### Clock distribution, run 1

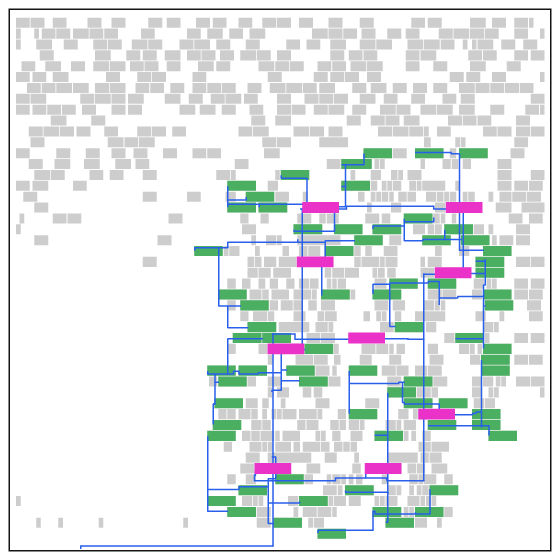
### Signal wires on met4, run 1

Scale bar: 50 µm. Supply wires on this layer in gray.
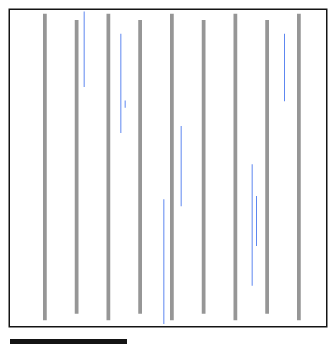
### Placed standard cells, run 1

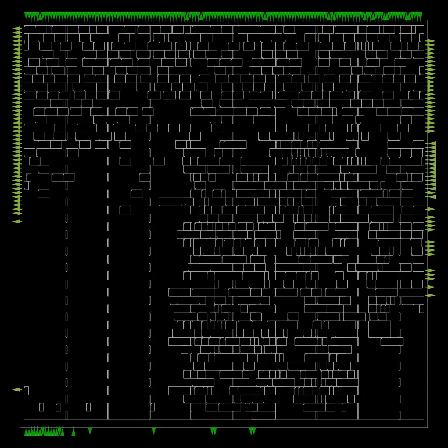
File: src/rtl/axi_wr_pkg.sv
// Shared types and constants for the two-channel AXI write scheduler.
package axi_wr_pkg;

  localparam int unsigned AXI_BEAT_BYTES = 8;
  localparam int unsigned ADDR_W         = 30;
  localparam int unsigned DATA_W         = 64;

  typedef logic [ADDR_W-1:0] addr_t;
  typedef logic [ADDR_W:0]   addr_ext_t;
  typedef logic [DATA_W-1:0] data_t;

  typedef enum logic [1:0] {
    StIdle  = 2'd0,
    StArb   = 2'd1,
    StStart = 2'd2,
    StBusy  = 2'd3
  } state_e;

  // One extra bit so that ptr + step cannot overflow before the end-of-region compare.
  function automatic addr_ext_t burst_step(input int unsigned burst_len);
    return addr_ext_t'(burst_len * AXI_BEAT_BYTES);
  endfunction

endpackage

File: src/rtl/axi_wr_arbiter_if.sv
// User-side handshake between the write scheduler and the AXI4 write master.
interface axi_wr_arbiter_if;
  import axi_wr_pkg::*;

  logic       wr_ready;
  logic       wr_done;
  logic       w_handshake;
  logic       wr_start;
  addr_t      wr_addr;
  logic [7:0] wr_len;
  data_t      wr_data;
  logic       busy;

  modport master (
    input  wr_ready, wr_done, w_handshake,
    output wr_start, wr_addr, wr_len, wr_data, busy
  );

  modport slave (
    output wr_ready, wr_done, w_handshake,
    input  wr_start, wr_addr, wr_len, wr_data, busy
  );

endinterface

File: src/rtl/wr_addr_gen.sv
// Per-channel circular DDR address pointer; clear has priority over advance.
module wr_addr_gen
  import axi_wr_pkg::*;
(
  input  logic      i_clk,
  input  logic      i_rst,
  input  addr_t     i_base,
  input  addr_t     i_end,
  input  addr_ext_t i_step,
  input  logic      i_adv,
  input  logic      i_clr,
  output addr_t     o_ptr
);

  addr_t     r_ptr;
  addr_ext_t w_next;

  assign w_next = {1'b0, r_ptr} + i_step;

  always_ff @(posedge i_clk) begin
    if (i_rst) begin
      r_ptr <= i_base;
    end else if (i_clr) begin
      r_ptr <= i_base;
    end else if (i_adv) begin
      r_ptr <= (w_next >= {1'b0, i_end}) ? i_base : w_next[ADDR_W-1:0];
    end
  end

  assign o_ptr = r_ptr;

endmodule

File: src/rtl/axi_wr_arbiter.sv
// Round-robin write scheduler: grants the AXI write master to whichever FWFT FIFO holds a burst.
module axi_wr_arbiter
  import axi_wr_pkg::*;
#(
  parameter int unsigned BURST_LEN = 64,
  parameter int unsigned CNT_W     = 10,
  parameter addr_t       CH0_BASE  = 30'h0000000,
  parameter addr_t       CH0_END   = 30'h0100000,
  parameter addr_t       CH1_BASE  = 30'h0100000,
  parameter addr_t       CH1_END   = 30'h0200000
) (
  input  logic             i_clk,
  input  logic             i_rst,
  input  logic             i_ch0_en,
  input  logic [CNT_W-1:0] i_ch0_fifo_cnt,
  input  data_t            i_ch0_fifo_dout,
  output logic             o_ch0_fifo_rden,
  input  logic             i_ch0_addr_clr,
  input  logic             i_ch1_en,
  input  logic [CNT_W-1:0] i_ch1_fifo_cnt,
  input  data_t            i_ch1_fifo_dout,
  output logic             o_ch1_fifo_rden,
  input  logic             i_ch1_addr_clr,
  axi_wr_arbiter_if.master wr_if
);

  localparam addr_ext_t  STEP    = burst_step(BURST_LEN);
  localparam logic [7:0] LEN_M1  = 8'(BURST_LEN - 1);

  state_e     r_state;
  logic       r_grant;
  logic       r_last_grant;
  logic       r_wr_start;
  logic       r_busy;
  addr_t      r_wr_addr;
  logic [1:0] r_clr_pend;

  logic [1:0] w_req;
  logic       w_arb_ok;
  logic       w_arb_gnt;
  logic [1:0] w_inflight;
  logic [1:0] w_adv;
  logic [1:0] w_clr_in;
  logic [1:0] w_clr;
  addr_t      w_ptr0;
  addr_t      w_ptr1;

  assign w_req[0]  = i_ch0_en & (32'(i_ch0_fifo_cnt) >= BURST_LEN);
  assign w_req[1]  = i_ch1_en & (32'(i_ch1_fifo_cnt) >= BURST_LEN);
  assign w_arb_ok  = |w_req;
  assign w_arb_gnt = (&w_req) ? ~r_last_grant : w_req[1];
  assign w_clr_in  = {i_ch1_addr_clr, i_ch0_addr_clr};

  // A channel is in flight from the arbitration cycle that picks it until its wr_done.
  always_comb begin
    w_inflight = '0;
    w_adv      = '0;
    if (r_state == StArb && w_arb_ok) begin
      w_inflight[w_arb_gnt] = 1'b1;
    end
    if (r_state == StStart || r_state == StBusy) begin
      w_inflight[r_grant] = 1'b1;
    end
    if (r_state == StBusy && wr_if.wr_done) begin
      w_adv[r_grant] = 1'b1;
    end
  end

  // Clears during a channel's own burst wait for wr_done and replace the increment.
  assign w_clr = (w_clr_in & ~w_inflight) | (w_adv & (r_clr_pend | w_clr_in));

  always_ff @(posedge i_clk) begin
    if (i_rst) begin
      r_clr_pend <= '0;
    end else begin
      r_clr_pend <= (r_clr_pend | (w_clr_in & w_inflight)) & ~w_adv;
    end
  end

  always_ff @(posedge i_clk) begin
    if (i_rst) begin
      r_state      <= StIdle;
      r_grant      <= 1'b0;
      r_last_grant <= 1'b1;
      r_wr_start   <= 1'b0;
      r_busy       <= 1'b0;
      r_wr_addr    <= '0;
    end else begin
      case (r_state)
        StIdle: begin
          if (wr_if.wr_ready && w_arb_ok) begin
            r_state <= StArb;
          end
        end
        StArb: begin
          if (w_arb_ok) begin
            r_grant   <= w_arb_gnt;
            r_wr_addr <= w_arb_gnt ? w_ptr1 : w_ptr0;
            r_state   <= StStart;
          end else begin
            r_state <= StIdle;
          end
        end
        StStart: begin
          r_wr_start <= 1'b1;
          r_busy     <= 1'b1;
          r_state    <= StBusy;
        end
        StBusy: begin
          r_wr_start <= 1'b0;
          if (wr_if.wr_done) begin
            r_last_grant <= r_grant;
            r_busy       <= 1'b0;
            r_state      <= StIdle;
          end
        end
        default: r_state <= StIdle;
      endcase
    end
  end

  wr_addr_gen u_ch0_addr (
    .i_clk  (i_clk),
    .i_rst  (i_rst),
    .i_base (CH0_BASE),
    .i_end  (CH0_END),
    .i_step (STEP),
    .i_adv  (w_adv[0]),
    .i_clr  (w_clr[0]),
    .o_ptr  (w_ptr0)
  );

  wr_addr_gen u_ch1_addr (
    .i_clk  (i_clk),
    .i_rst  (i_rst),
    .i_base (CH1_BASE),
    .i_end  (CH1_END),
    .i_step (STEP),
    .i_adv  (w_adv[1]),
    .i_clr  (w_clr[1]),
    .o_ptr  (w_ptr1)
  );

  assign o_ch0_fifo_rden = wr_if.w_handshake & (r_state == StBusy) & ~r_grant;
  assign o_ch1_fifo_rden = wr_if.w_handshake & (r_state == StBusy) & r_grant;

  assign wr_if.wr_start = r_wr_start;
  assign wr_if.wr_addr  = r_wr_addr;
  assign wr_if.wr_len   = LEN_M1;
  assign wr_if.wr_data  = r_grant ? i_ch1_fifo_dout : i_ch0_fifo_dout;
  assign wr_if.busy     = r_busy;

endmodule
File: src/flat_wrapper.sv
// flat-port wrapper written by rule: the top's interface ports become plain ports
module axi_wr_arbiter_flat import axi_wr_pkg::*;
#(
  parameter int unsigned BURST_LEN = 64,
  parameter int unsigned CNT_W     = 10,
  parameter addr_t       CH0_BASE  = 30'h0000000,
  parameter addr_t       CH0_END   = 30'h0100000,
  parameter addr_t       CH1_BASE  = 30'h0100000,
  parameter addr_t       CH1_END   = 30'h0200000
)
  (i_clk, i_rst, i_ch0_en, i_ch0_fifo_cnt, i_ch0_fifo_dout, o_ch0_fifo_rden, i_ch0_addr_clr, i_ch1_en, i_ch1_fifo_cnt, i_ch1_fifo_dout, o_ch1_fifo_rden, i_ch1_addr_clr, wr_if_wr_ready, wr_if_wr_done, wr_if_w_handshake, wr_if_wr_start, wr_if_wr_addr, wr_if_wr_len, wr_if_wr_data, wr_if_busy);
  axi_wr_arbiter_if wr_if_i ();
  input  logic i_clk;
  input  logic i_rst;
  input  logic i_ch0_en;
  input  logic [CNT_W-1:0] i_ch0_fifo_cnt;
  input  data_t i_ch0_fifo_dout;
  output logic o_ch0_fifo_rden;
  input  logic i_ch0_addr_clr;
  input  logic i_ch1_en;
  input  logic [CNT_W-1:0] i_ch1_fifo_cnt;
  input  data_t i_ch1_fifo_dout;
  output logic o_ch1_fifo_rden;
  input  logic i_ch1_addr_clr;
  input wire logic [$bits(wr_if_i.wr_ready)-1:0] wr_if_wr_ready;
  input wire logic [$bits(wr_if_i.wr_done)-1:0] wr_if_wr_done;
  input wire logic [$bits(wr_if_i.w_handshake)-1:0] wr_if_w_handshake;
  output wire logic [$bits(wr_if_i.wr_start)-1:0] wr_if_wr_start;
  output wire logic [$bits(wr_if_i.wr_addr)-1:0] wr_if_wr_addr;
  output wire logic [$bits(wr_if_i.wr_len)-1:0] wr_if_wr_len;
  output wire logic [$bits(wr_if_i.wr_data)-1:0] wr_if_wr_data;
  output wire logic [$bits(wr_if_i.busy)-1:0] wr_if_busy;
  assign wr_if_i.wr_ready = wr_if_wr_ready;
  assign wr_if_i.wr_done = wr_if_wr_done;
  assign wr_if_i.w_handshake = wr_if_w_handshake;
  assign wr_if_wr_start = wr_if_i.wr_start;
  assign wr_if_wr_addr = wr_if_i.wr_addr;
  assign wr_if_wr_len = wr_if_i.wr_len;
  assign wr_if_wr_data = wr_if_i.wr_data;
  assign wr_if_busy = wr_if_i.busy;
  axi_wr_arbiter #(.BURST_LEN(BURST_LEN), .CNT_W(CNT_W), .CH0_BASE(CH0_BASE), .CH0_END(CH0_END), .CH1_BASE(CH1_BASE), .CH1_END(CH1_END)) u_core (.i_clk(i_clk), .i_rst(i_rst), .i_ch0_en(i_ch0_en), .i_ch0_fifo_cnt(i_ch0_fifo_cnt), .i_ch0_fifo_dout(i_ch0_fifo_dout), .o_ch0_fifo_rden(o_ch0_fifo_rden), .i_ch0_addr_clr(i_ch0_addr_clr), .i_ch1_en(i_ch1_en), .i_ch1_fifo_cnt(i_ch1_fifo_cnt), .i_ch1_fifo_dout(i_ch1_fifo_dout), .o_ch1_fifo_rden(o_ch1_fifo_rden), .i_ch1_addr_clr(i_ch1_addr_clr), .wr_if(wr_if_i));
endmodule
File: config.mk
export PLATFORM = sky130hd
export DESIGN_NAME = axi_wr_arbiter_flat
export DESIGN_NICKNAME = d
export VERILOG_FILES = /design/src/rtl/axi_wr_pkg.sv /design/src/rtl/axi_wr_arbiter_if.sv /design/src/rtl/wr_addr_gen.sv /design/src/rtl/axi_wr_arbiter.sv /design/src/flat_wrapper.sv
export SDC_FILE = /design/constraint.sdc
export NUM_CORES = 1
export LEC_CHECK = 0
export CAP_MARGIN = 20
export CORE_UTILIZATION = 25
export DETAILED_ROUTE_END_ITERATION = 12
export SLEW_MARGIN = 0
export SYNTH_ARGS = -nofsm -noshare
export SYNTH_HDL_FRONTEND = slang
export SYNTH_SLANG_ARGS = --single-unit
File: constraint.sdc
create_clock -name i_clk -period 4.3 [get_ports i_clk]
set_input_delay 0.86 -clock i_clk [delete_from_list [all_inputs] [get_ports i_clk]]
set_output_delay 0.86 -clock i_clk [all_outputs]
set_load 0.03 [all_outputs]
==> out/qor.yml, run 1 <==
power.combinational.total_uw: 571
post_synth.cell_area_avg_um2: 9.09
met3_wirelength_um: 1880
drt-initial-drc-count: 236
seqPwrFrac_pct: 34.2
antenna_found_initial: 1
inverters_excl_clock: 5
tool_warnings: 38
num-clock-buffers: 12
groute.usage.overall_pct: 18.5
timing.critical_path.max_delay_family: "buffers and inverters"
share_of_power_burned_in_combinational_logic_pct: 27.9
area.combinational_um2: 2800
synth.yosys.chip_area_um2: 4430
pwr-share-clk_pct: 37.9
antenna_left: 0
numSynthFlops: 71
max_freq_mhz: 302
vias_per_cell: 4.68
grt_pass1_vias: 4333
power_density_nw_per_um2: 284
overflow: 0
post_cts_hold_buffer_count: 0
worst_pin_slew_ps: 873
ff_latch_area_um2: 1420
gr-max-usage-layer: "met2"
yosys_top_cell_by_instances: "dfxtp_1"
enable_flop_cells: 0
cts-root-buf: "clkbuf_16"
timing.hold.worst.class: "register to register"
leading_power_group: "clock"
end_kind: "primary output"
critical_path.max_fanout: 40
clock_buffer_and_inverter_area_fraction_after_layout_pct: 4.25
cts_buffer_depth: 2
combAreaFraction_pct: 38.8
cts_tree: "done"
path_cells: "buf_12 > mux2_2 > clkdlybuf4s50_1"
netSwitchingPower_uw: 575
fp_util_pct: 25.6
final.setup.tns_ps: 0
p_leak_uw: 0.00262
layout-drive-gt1-share_pct: 15.4
globalRouteMet1Util_pct: 22.1
final_critical_path_setup_slack_ps: 994
critical-path-max-stage-delay_ps: 760
die_w_um: 135
largest_net_degree_at_the_start_of_global_routing: 41
worst_path_max_delay_cell: "dfxtp_2"
yosys_cells: 487
synth-main-ff-cell: "dfxtp_1"
detail_route.drc_violations: 0
fill_cells: 1694
n_all_buffers: 239
place.detailed.hpwl_um: 13800
m1WireLength_um: 7170
timing.max_slew.rel_slack_pct: 41.6
hold_slack_ps: 468
synthCells: 487
critPathRequiredTime_ps: 3440
finish.instance_area_um2: 7220
wire_length_of_the_first_global_routing_pass_um: 25100
final_hold_viol_count: 0
crit_path_start_kind: "register"
cts_setup_buffers: 0
die_area_um2: 18300
coreArea_um2: 17300
grtUsageMet3_pct: 9.95
post_cts.resized_instances: 0
post_synth_main_area_contributors: "dfxtp_1 32%, mux2_2 17%, mux2i_1 5.0%, nor2_1 4.0%, a211oi_1 3.6%"
clock_latency_ps: 340
synth.cells.most_frequent: "71 x dfxtp_1, 66 x mux2_2, 47 x nor2_1"
netlist-cell-type-count: 54
seq_area_share_pct: 19.7
h-tree-depth: 3
final_common_cell: "clkdlybuf4s50_1"
asyncSetResetFlopFracSynth_pct: 0
final-setup-viol-count: 0
placed_cells: 921
multiInputCombCellCount: 381
placement.cell_area_um2: 6910
antenna-diode-count: 0
post-route-min-period_ps: 3310
timing_max_transition_violations_final: 0
port-buffer-count: 233
criticalPathCategory: "register to primary output"
synthesis.area_um2: 4430
fp.dieH_um: 135
gp_congestion: 0.847
final_core_util_pct: 41.7
io-pin-count: 263
ir_worst_vdd_mv: 0.191
cts.sink_count: 71
design.final.nets: 866
layout_top_cells: "233 x clkdlybuf4s50_1, 70 x dfxtp_1, 66 x mux2_2, 47 x nor2_1, 41 x nand2_1"
layout.cells.largest_class: "multi-input combinational cells"
highest-signal-layer: "met5"
tritoncts.num_buffers: 9
result_of_the_run: "complete, no violations"
number_of_detailed_route_iterations_in_the_first_pass: 5
timing.max_cap.violations: 0
intPower_uw: 1470
overall_power_consumption_uw: 2050
grt_setup_unrepaired: "no"
cts.clk_slew.worst_paths_ps: 50
num_rows: 48
finalCritPeriodShare_pct: 76.9
synth_area_leader_cell: "dfxtp_1"
preCtsSetupSlack_ps: 1020
layout-area-overhead-vs-synth_pct: 63.0
cp.buffers_inverters: 2
sequential_power_uw: 700
grt.met2_usage_pct: 28.0
route.met2.wl_um: 7770
non_clock_buffer_area_share_pct: 33.1
ys.warnings.count: 0
power_switching_share_pct: 28.1
## Picture notes: 'Clock distribution'
Blue marks clock wires, length 1010 µm. Magenta marks clock-net drivers, count 9. Green marks flip-flops, count 71.
There are 10 routed clock nets.
worst clock skew: 6.00 ps
Power Clock: 776 µW

## Picture notes: 'Signal wires on met4'
The wires run mostly vertical. The longest straight run is 53.0 µm. 6 nets have wire on it. The layer holds 1.6% of the routed length. The layer carries 265 µm of wire.
total number of vias: 4382
Post-Route WL: 17100 µm

## Picture notes: 'Placed standard cells'
final non-filler cell total: 937
n_taps: 225
flop count: 71

==> run 1: logic make-up after synthesis <==
logic type	Yosys count	synth area share (%)
mux	88	21.8
simple gates	190	23.8
buf+inv	50	5.99
flops	71	32.1
compound gates	62	11.3
fa+ha+maj	2	0.565
other cells	2	0.170
xor+xnor	22	4.35
==> run 1: final timing paths <==
path | endpoint | slack, ps | start | cells past startpoint
worst min-delay path | u_core.wr_if.busy | 470 | u_core.wr_if.busy | 2
worst max-delay path | wr_if_wr_data[56] | 990 | u_core.r_grant | 3
worst min register to register | u_core.wr_if.busy | 470 | u_core.wr_if.busy | 2
worst max register to register | u_core.u_ch1_addr.o_ptr[12] | 1690 | u_core.u_ch1_addr.o_ptr[9] | 7
==> run 1 -> run 2 <==
==> constraint.sdc (replaced) <==
create_clock -name i_clk -period 3.35 [get_ports i_clk]
set_input_delay 0.67 -clock i_clk [delete_from_list [all_inputs] [get_ports i_clk]]
set_output_delay 0.67 -clock i_clk [all_outputs]
set_load 0.03 [all_outputs]
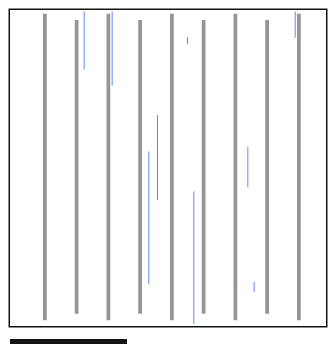
*Signal wires on met4, run 2*
Scale bar: 50 µm. Supply wires on this layer in gray.
The wires run mostly vertical. The longest straight run is 56.4 µm. 8 nets have wire on it.
Post-Route WL: 16900 µm
total number of vias: 4422

==> run 2 against run 1 <==
Compared with the run above:
- first-iteration DRC count shrank 0.42%
- non-clock buffer count grew 5
- cell area shrank 0.16%
- worst hold slack gained 2.2 ps
- register-to-register slack lost 850 ps
- global-route usage shrank 0.30 points
- via count grew 0.91%
- sequential share of layout area is essentially flat
- critical endpoint is now wr_if_wr_data[23]
- largest power group is now sequential cells
==> out/qor.yml, run 2 <==
coreArea_um2: 17300
timing.max_cap.violations: 0
layout-drive-gt1-share_pct: 16.2
cts-root-buf: "clkbuf_16"
timing.hold.worst.class: "register to register"
yosys_cells: 487
rr_endpoint: "u_core.u_ch0_addr.o_ptr[15]"
r2r_setup_slk_ps: 840
antenna_left: 0
well_tap_count: 225
layout.cells.largest_class: "multi-input combinational cells"
numSynthFlops: 71
n_all_buffers: 244
final_hold_viol_count: 0
port-buffer-count: 233
crit_path_start_kind: "register"
crit_path_start: "u_core.r_grant"
fp_util_pct: 25.6
layout-area-overhead-vs-synth_pct: 62.7
ff_latch_area_um2: 1420
max_freq_mhz: 359
number_of_detailed_route_iterations_in_the_first_pass: 4
worst_ep_arrival_time_ps: 2110
final.setup_skew_ps: 7.00
largest_net_degree_at_the_start_of_global_routing: 66
place.detailed.hpwl_um: 13800
cts_buffer_depth: 2
gp_congestion: 0.838
pwr-share-clk_pct: 34.1
leading_power_group: "sequential cells"
yosys_top_cell_by_instances: "dfxtp_1"
synth_top_area_share_pct: 32.1
cts.clk_slew.worst_paths_ps: 60
synth_area_leader_cell: "dfxtp_1"
post_cts.resized_instances: 0
critPathRequiredTime_ps: 2680
timing_max_transition_violations_final: 0
post_synth_main_area_contributors: "dfxtp_1 32%, mux2_2 17%, mux2i_1 5.0%, nor2_1 4.0%, a211oi_1 3.6%"
final_common_cell: "clkdlybuf4s50_1"
synth.yosys.chip_area_um2: 4430
worstHoldEndpoint: "u_core.wr_if.busy"
final.setup.tns_ps: 0
p_leak_uw: 0.00263
post-route-min-period_ps: 2780
hold_slack_ps: 470
cts_setup_buffers: 0
flops: 71
groute.usage.overall_pct: 18.2
fp.dieH_um: 135
fill_cells: 1666
ys.warnings.count: 0
inverters_excl_clock: 5
placement.cell_area_um2: 6950
min_from: "u_core.wr_if.busy"
end_kind: "primary output"
synthesis.area_um2: 4430
sequential_power_uw: 894
worst_path_max_delay_cell: "clkdlybuf4s50_1"
wl_per_cell_um: 18.0
netSwitchingPower_uw: 738
grt_setup_unrepaired: "no"
design.final.nets: 871
die_area_um2: 18300
antenna-diode-count: 0
hold_path_depth: 2
vias_per_cell: 4.69
synth.cells.most_frequent: "71 x dfxtp_1, 66 x mux2_2, 47 x nor2_1"
finish.instance_area_um2: 7210
num_rows: 48
layout_top_cells: "233 x clkdlybuf4s50_1, 70 x dfxtp_1, 66 x mux2_2, 47 x nor2_1, 41 x nand2_1"
area.combinational_um2: 2800
grt_pass1_vias: 4318
combAreaFraction_pct: 38.8
timing.max_slew.rel_slack_pct: 51.4
non_clock_buffer_area_share_pct: 33.7
post_cts_hold_buffer_count: 0
post_synth.cell_area_avg_um2: 9.09
ys_seq_share_pct: 32.1
finalCritPeriodShare_pct: 83.1
critical-path-max-stage-delay_ps: 700
final_critical_path_setup_slack_ps: 566
regToRegStartpoint: "u_core.u_ch0_addr.o_ptr[9]"
synth-main-ff-cell: "dfxtp_1"
enable_flop_cells: 0
power_switching_share_pct: 29.8
synthCells: 487
clock_power_uw: 844
antenna_found_initial: 1
clock_buffer_and_inverter_area_fraction_after_layout_pct: 3.58
power.combinational.total_uw: 739
clock_latency_ps: 330
num-clock-buffers: 11
detail_route.drc_violations: 0
cts_tree: "done"
worst_pin_slew_ps: 724
drt-initial-drc-count: 235
path_cells: "buf_12 > mux2_2 > clkdlybuf4s50_1"
overflow: 0
tool_warnings: 38
wire_length_of_the_first_global_routing_pass_um: 24800
power_density_nw_per_um2: 344
criticalPathCategory: "register to primary output"
die_w_um: 135
final-setup-viol-count: 0
tritoncts.num_buffers: 9
overall_power_consumption_uw: 2480
asyncSetResetFlopFracSynth_pct: 0
share_of_power_burned_in_combinational_logic_pct: 29.8
critical_path.max_fanout: 65
final_cell_count_no_fill: 942
crit_path_end: "wr_if_wr_data[23]"
placed_cells: 926
io-pin-count: 263
ir_worst_vdd_mv: 0.191
netlist-cell-type-count: 54
h-tree-depth: 3
final_core_util_pct: 41.7
preCtsSetupSlack_ps: 330
multiInputCombCellCount: 381
timing.reg2reg.worst_path_depth: 7
cts.sink_count: 71
seq_area_share_pct: 19.7
result_of_the_run: "complete, no violations"
seqPwrFrac_pct: 36.1
intPower_uw: 1740
==> run 2: layer usage <==
layer | track usage [%] | vias up | wire (µm)
met2 | 26.9 | 147 | 7550
met4 | 5.18 | 2 | 239
li1 | - | 2180 | -
met3 | 9.91 | 18 | 1950
met5 | 0 | - | 13
met1 | 22.5 | 2075 | 7190
==> run 2: critical path, delay by kind of cell (launching register included) <==
kind	cells	cell delay (ps)
flip-flops	1	380
buffers and inverters	2	1020
multiplexers	1	380
==> run 2: cells by family after synthesis <==
kind of cell	count (synthesis)	synth area share, %
compound gates	62	11.3
xor+xnor	22	4.35
fa+ha+maj	2	0.565
buf+inv	50	5.99
flops	71	32.1
mux	88	21.8
other cells	2	0.170
simple gates	190	23.8
==> run 2 -> run 3 <==
==> constraint.sdc (replaced) <==
create_clock -name i_clk -period 2.5 [get_ports i_clk]
set_input_delay 0.5 -clock i_clk [delete_from_list [all_inputs] [get_ports i_clk]]
set_output_delay 0.5 -clock i_clk [all_outputs]
set_load 0.03 [all_outputs]
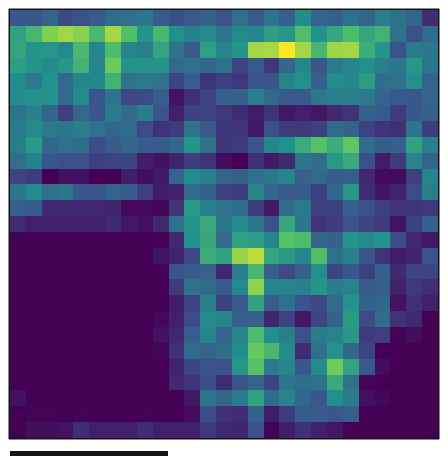
*Routed metal per tile, run 3*
Scale bar: 50 µm. The die is cut into 27 by 27 equal tiles; dark purple is low, yellow is high, scaled to the fullest tile. Values are wire area over tile area, all layers added.
21% of the tiles are nearly empty. The fullest tile reaches 0.62. The mean over all tiles is 0.16.
Post-Route WL: 17700 µm
routed length per placed instance: 18.4 µm

==> run 3 against run 2 <==
Compared with the run above:
- combinational power grew 38%
- clock skew is essentially flat
- first-iteration DRC count fell by 8.1%
- wire length grew 4.2%
- sequential cell count stayed put
- worst hold slack worse by 9.2 ps
- largest power group is now clock
- sequential power grew 34%
- die area did not move
==> out/qor.yml, run 3 <==
placed_cells: 945
power_density_nw_per_um2: 468
cp.buffers_inverters: 2
antenna_found_initial: 1
vias_per_cell: 4.73
post_synth_main_area_contributors: "dfxtp_1 32%, mux2_2 17%, mux2i_1 5.0%, nor2_1 4.0%, a211oi_1 3.6%"
p_leak_uw: 0.00287
ys.warnings.count: 0
ys_seq_share_pct: 32.1
synth-main-ff-cell: "dfxtp_1"
wire_length_of_the_first_global_routing_pass_um: 26000
cts.clk_slew.worst_paths_ps: 60
num_rows: 48
globalRouteMet1Util_pct: 23.1
critical_path.max_fanout: 39
met3_wirelength_um: 2020
cts_setup_buffers: 0
via_count: 4546
tritoncts.num_buffers: 9
critPathRequiredTime_ps: 2000
gr-max-usage-layer: "met2"
post_cts_hold_buffer_count: 0
logic_depth_of_the_worst_path_buffers_included: 3
finalCritPeriodShare_pct: 97.3
min_from: "u_core.wr_if.busy"
power_switching_share_pct: 28.8
num-clock-buffers: 12
layout-area-overhead-vs-synth_pct: 68.3
result_of_the_run: "complete, no violations"
netSwitchingPower_uw: 1010
synthCells: 487
crit_path_start: "u_core.r_grant"
tool_warnings: 38
yosys_cells: 487
post_synth.cell_area_avg_um2: 9.09
die_w_um: 135
final_core_util_pct: 43.1
io-pin-count: 263
layout_top_cells: "212 x clkdlybuf4s50_1, 69 x dfxtp_1, 66 x mux2_2, 47 x nor2_1, 41 x nand2_1"
synth.cells.most_frequent: "71 x dfxtp_1, 66 x mux2_2, 47 x nor2_1"
final_critical_path_setup_slack_ps: 67.9
synth.yosys.chip_area_um2: 4430
timing.critical_path.max_delay_family: "buffers and inverters"
worst_ep_arrival_time_ps: 1930
synth_top_area_share_pct: 32.1
final_hold_viol_count: 0
timing_max_transition_violations_final: 0
non_clock_buffer_area_share_pct: 35.3
design.final.nets: 890
synthesis.area_um2: 4430
fp.dieH_um: 135
layout-drive-gt1-share_pct: 20.0
fp_util_pct: 25.6
clock_power_uw: 1270
cts-root-buf: "clkbuf_16"
netlist-cell-type-count: 54
final.setup.tns_ps: 0
coreArea_um2: 17300
grt_setup_unrepaired: "no"
port-buffer-count: 233
timing.reg2reg.worst_path_depth: 7
detail_route.drc_violations: 0
post_cts.resized_instances: 0
run 3: cell types whose count changed in the layout (fill, tap and decap cells not counted), sizes merged:
cell	delta
clkbuf	+1
buf	+30
clkdlybuf4s50	-21
clkinv	-2
dlymetal6s2s	+10
bufinv	+1
run 3: cells by family (layout without fill, tap and decap cells):
| kind of cell | after synthesis | in the layout | synth area share (%) |
|---|---|---|---|
| AND/OR/NAND/NOR | 190 | 190 | 23.8 |
| flip-flops | 71 | 71 | 32.1 |
| AND-OR/OR-AND | 62 | 62 | 11.3 |
| other | 2 | 17 | 0.170 |
| adder cells (fa/ha/maj) | 2 | 2 | 0.565 |
| buffers and inverters | 50 | 284 | 5.99 |
| multiplexers | 88 | 88 | 21.8 |
| XOR/XNOR | 22 | 22 | 4.35 |
Power and IR drop assume default switching activity.
